Design gearbox_24_32_flat, sky130hd; sources not shown.
==> run_1/layer_met2.png <==
Scale: 4 px per µm.
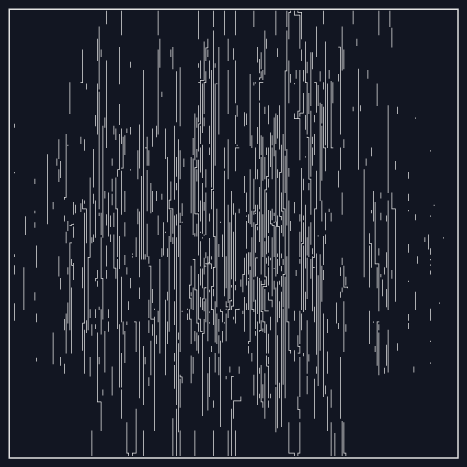
nets with wire on the layer: 376
longest straight run: 47.3 µm
share of all routed wire: 45%
main direction: vertical
WL final: 10.72 mm
via count: 3069
met2 Use GR: 26.14%

==> run_1/placement.png <==
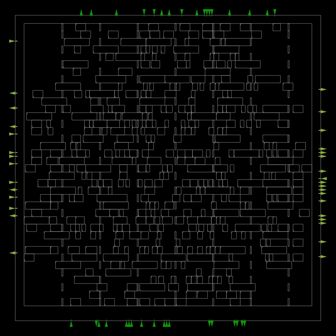
flop count: 65
core area: 10890 µm²
tap cells: 140
sequential share of cell area: 37.09%

==> run_1/io_placement.png <==
Scale: 4 px per µm. Pins as bars across the die edge, other pins in grey.
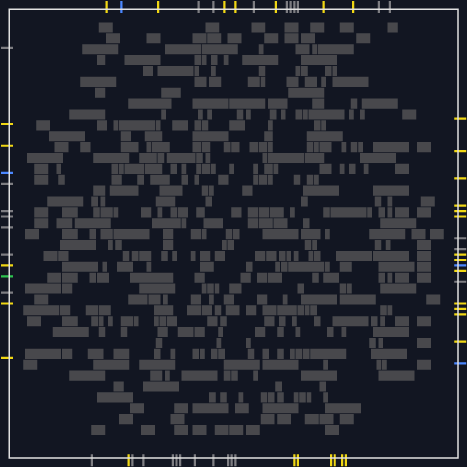
legend:
  bus_data_out_keep:
    colour: blue
    pins: 4
    direction: output
    edge: 2 east, 1 west, 1 north
  bus_data_out:
    colour: yellow
    pins: 32
    direction: output
    edge: 13 east, 7 north, 7 south, 5 west
  bus_data_in_last:
    colour: green
    pins: 1
    direction: input
    edge: west
Die Ht: 111.8 µm
width of the die: 111.8 µm
PortBufs: 65

==> run_1/wires.png <==
Scale: 2 px per µm. Two of the layers only.
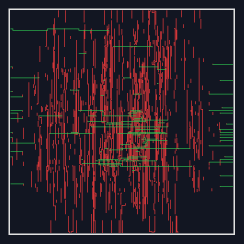
legend:
  metal 3:
    colour: green
    wire_length: 750 µm
  metal 2:
    colour: red
    wire_length: 4840 µm
WL per Instance: 18.71 µm
gr usage total: 17.58%

==> summary.txt, run 1 <==
run results: DP Worst Slack 2309 ps, synthesized instance count 352, clock latency on the worst-skew pair 350 ps, tool warnings 30, post-route setup TNS 0 ps, post-synthesis cell type count 34, Leading cell kind flip-flops and latches, gr ovfl total 0, Hold Path Cell Cnt 1, Area leader share 48.44%, Site Rows 38, # IOs 67, DR pass1 iterations 5, Slew Viols, Final 0, combinational gate area 1549 µm², Lkg Pwr 0.001845 µW, min Tclk post-route 2912 ps, Yosys Chip Area 3358 µm², crit-path cells buf_4 > inv_1 > clkdlybuf4s50_1, ys flops 65, Max clock buf depth 2, Placed Instances 557, Remaining DRCs 0, status completed, post-synthesis sequential area ratio 48.44%, Post-CTS Hold Buffers 0, Post-synth EDFFs 0, multi-input gates 254, Cell Area, Synth 3358 µm², main flop type dfrtp_1, largest net degree at the start of global routing 66, clock skew 8.417 ps, Diodes inserted 0, DP HPWL 7.818 mm, hold crit path type flip-flop to flip-flop, buffer share of cell area 18.52%
-- run 1: cells in the final DEF, fill, tap and decap left out, types with 3 or more instances in the layout --
master	instances
dfrtp_1	65
nor3_1	3
buf_4	4
clkbuf_8	9
ha_1	5
nor2_1	47
buf_6	4
clkbuf_1	7
mux2_2	8
inv_1	7
a22oi_1	21
a222oi_1	8
a31oi_1	8
buf_2	14
clkdlybuf4s50_1	64
a21oi_1	49
nor3b_1	4
a21o_1	9
a221oi_1	16
nand2_1	37
o21ai_0	23
-- run 1: logic make-up (layout without fill, tap and decap cells) --
family                     Yosys count  count (layout)  synth area share [%]
muxes                                8               8                 2.683
and+or+nand+nor                     97              97                 12.71
DFF                                 65              65                 48.44
AOI/OAI and AO/OA                  144             144                 28.88
adders and majority gates            5               5                 1.863
buffers and inverters               33             114                 5.439
-- run 1: critical path: cells and delay by family, from the launching register on --
kind / cells / cell delay [ps]
buf+inv: 3 / 1120
flops: 1 / 440
-- run 1: power breakdown --
part / total, µW / internal (µW) / switching [µW]
Combinational: 1730 / 670 / 1060
Sequential: 912 / 773 / 140
Clock: 477 / 273 / 204
-- run 1: routing by layer --
| layer | GRT usage, % | up-vias | routed length [µm] |
|---|---|---|---|
| met5 | 0 | - | 0 |
| met1 | 25.39 | 1469 | 4854 |
| li1 | - | 1442 | - |
| met3 | 3.207 | 25 | 750 |
| met2 | 26.14 | 133 | 4840 |
| met4 | 6.813 | 0 | 273 |
-- run 1: metrics by stage --
step	utilization [%]	hold WS, ps	cell area (µm²)
2_1_floorplan	-	480.9	3358
3_3_place_gp	38.43	455.7	4184
5_1_grt	40.28	497.4	4385
3_5_place_dp	38.41	455.2	4182
6_report	40.28	473.3	4385
4_1_cts	40.28	476.1	4385
==> run 2, diff against run 1 <==
PLACE_DENSITY = 0.5   (was 0.48)
clock period = 2.5 ns   (was 5 ns; I/O delays follow)
==> summary.txt, run 2 <==
run results: clock skew 14.07 ps, Pint 3492 µW, Area leader share 48.44%, final worst path period share 95.58%, Lkg Pwr 0.001851 µW, DP HPWL 7.947 mm, min Tclk post-route 2389 ps, clock share of power 16.1%, Diodes inserted 0, Power Dens Cells 1426 nW/µm², Combinational Power Share 54.9%, Cell Area, Synth 3358 µm², Remaining DRCs 0, # IOs 67, proportion of layout cells with a drive suffix above 1 12.24%, CTS Buf Count 9, RSZ-0062 raised after global routing false, ys flops 65, hold crit path type input pin to async pin, register share of total power 29.0%, clock latency on the worst-skew pair 340 ps, DP Worst Slack 364.5 ps, Yosys Chip Area 3358 µm², gr ovfl total 0, type of origin of the critical path flip-flop, PortBufs 65, main flop type dfrtp_1, Slew Viols, Final 0, DR pass1 iterations 6, WL per Instance 18.81 µm, gr usage total 17.72%, post-cts sizing count 0, largest net degree at the start of global routing 66, hold_ws 256.4 ps, via count 3090, Post-CTS Hold Buffers 0, Top cells excl fill/tap dfrtp_1, clkdlybuf4s50_1, a21oi_1, nor2_1, nand2_1, Die Ht 111.8 µm, core area 10890 µm², WL final 10.78 mm, tool warnings 30, most numerous logic cell after layout dfrtp_1, P_sw 2789 µW, Max VDD drop 0.4492 mV, status completed, synthesized instance count 352, post-synthesis sequential area ratio 48.44%, vias in the first global route 3086, width of the die 111.8 µm, Post-synth EDFFs 0, Sw Ratio 44.40%, Max clock buf depth 2, post-synthesis cell type count 34
run 2: cell counts after synthesis:
No cell type changed its count.
run 2: layer usage:
layer	global-route usage, %	wire (µm)	up-vias	share of wire [%]
li1	-	-	1442	-
met1	25.69	4904	1493	46
met2	26.22	4888	127	45
met3	3.478	675	28	6.3
met4	6.488	308	0	2.9
met5	0	0	-	0
run 2: logic make-up after synthesis:
logic type                 synth area share [%]
and+or+nand+nor                           12.71
buffers and inverters                     5.439
DFF                                       48.44
AOI/OAI and AO/OA                         28.88
muxes                                     2.683
adders and majority gates                 1.863
run 2: metrics by stage:
stage,utilization (%),total power (µW),std cells,setup TNS (ps),area (µm²)
after floorplan,-,4076,352,0,3358
after global placement,38.43,5260,557,-87950,4184
after detailed placement,38.41,5293,557,0,4182
after CTS,40.45,6328,573,0,4404
after global routing,40.45,6789,573,0,4404
final,40.45,6280,573,0,4404
run 2: critical path, cell delays in order (launching register included):
cell,delay [ps]
dfrtp_1,450
buf_4,200
inv_1,180
clkdlybuf4s50_1,720
run 2: cell type report:
| type | instances | area, µm² | area share [%] |
|---|---|---|---|
| Buffer | 28 | 163.9 | 3.722 |
| Clock buffer | 11 | 151.4 | 3.437 |
| Clock inverter | 5 | 71.32 | 1.619 |
| Inverter | 5 | 18.77 | 0.4261 |
| Multi-Input combinational cell | 254 | 1549 | 35.17 |
| Sequential cell | 65 | 1627 | 36.93 |
| Tap cell | 140 | 175.2 | 3.977 |
| Timing Repair Buffer | 65 | 648.1 | 14.72 |
run 2: power by group through the flow:
stage	Sequential (µW)	Clock, µW	Combinational [µW]
2_1_floorplan	2320	0	1760
3_3_place_gp	1830	0	3430
3_5_place_dp	1850	0	3440
4_1_cts	1830	1040	3460
5_1_grt	1890	1090	3810
6_report	1820	1010	3450
==> run_2/io_placement.png <==
Scale: 4 px per µm. Pins as bars across the die edge, other pins in grey.
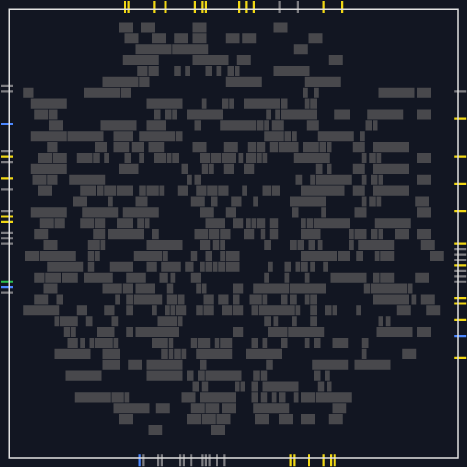
legend:
  bus_data_in_last:
    colour: green
    pins: 1
    direction: input
    edge: west
  bus_data_out_keep:
    colour: blue
    pins: 4
    direction: output
    edge: 2 west, 1 east, 1 south
  bus_data_out:
    colour: yellow
    pins: 32
    direction: output
    edge: 12 north, 10 east, 6 south, 4 west
all pins by edge: 18 south, 18 east, 17 west, 14 north

==> run_2/placement.png <==
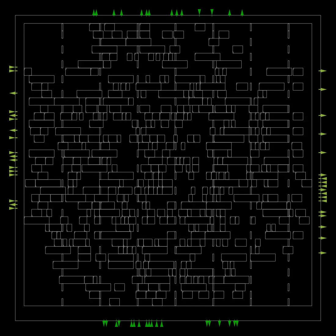
Finished Layout Cells: 573
fillcell total: 1120
Site Rows: 38

Power is estimated from default activity; no workload was simulated.
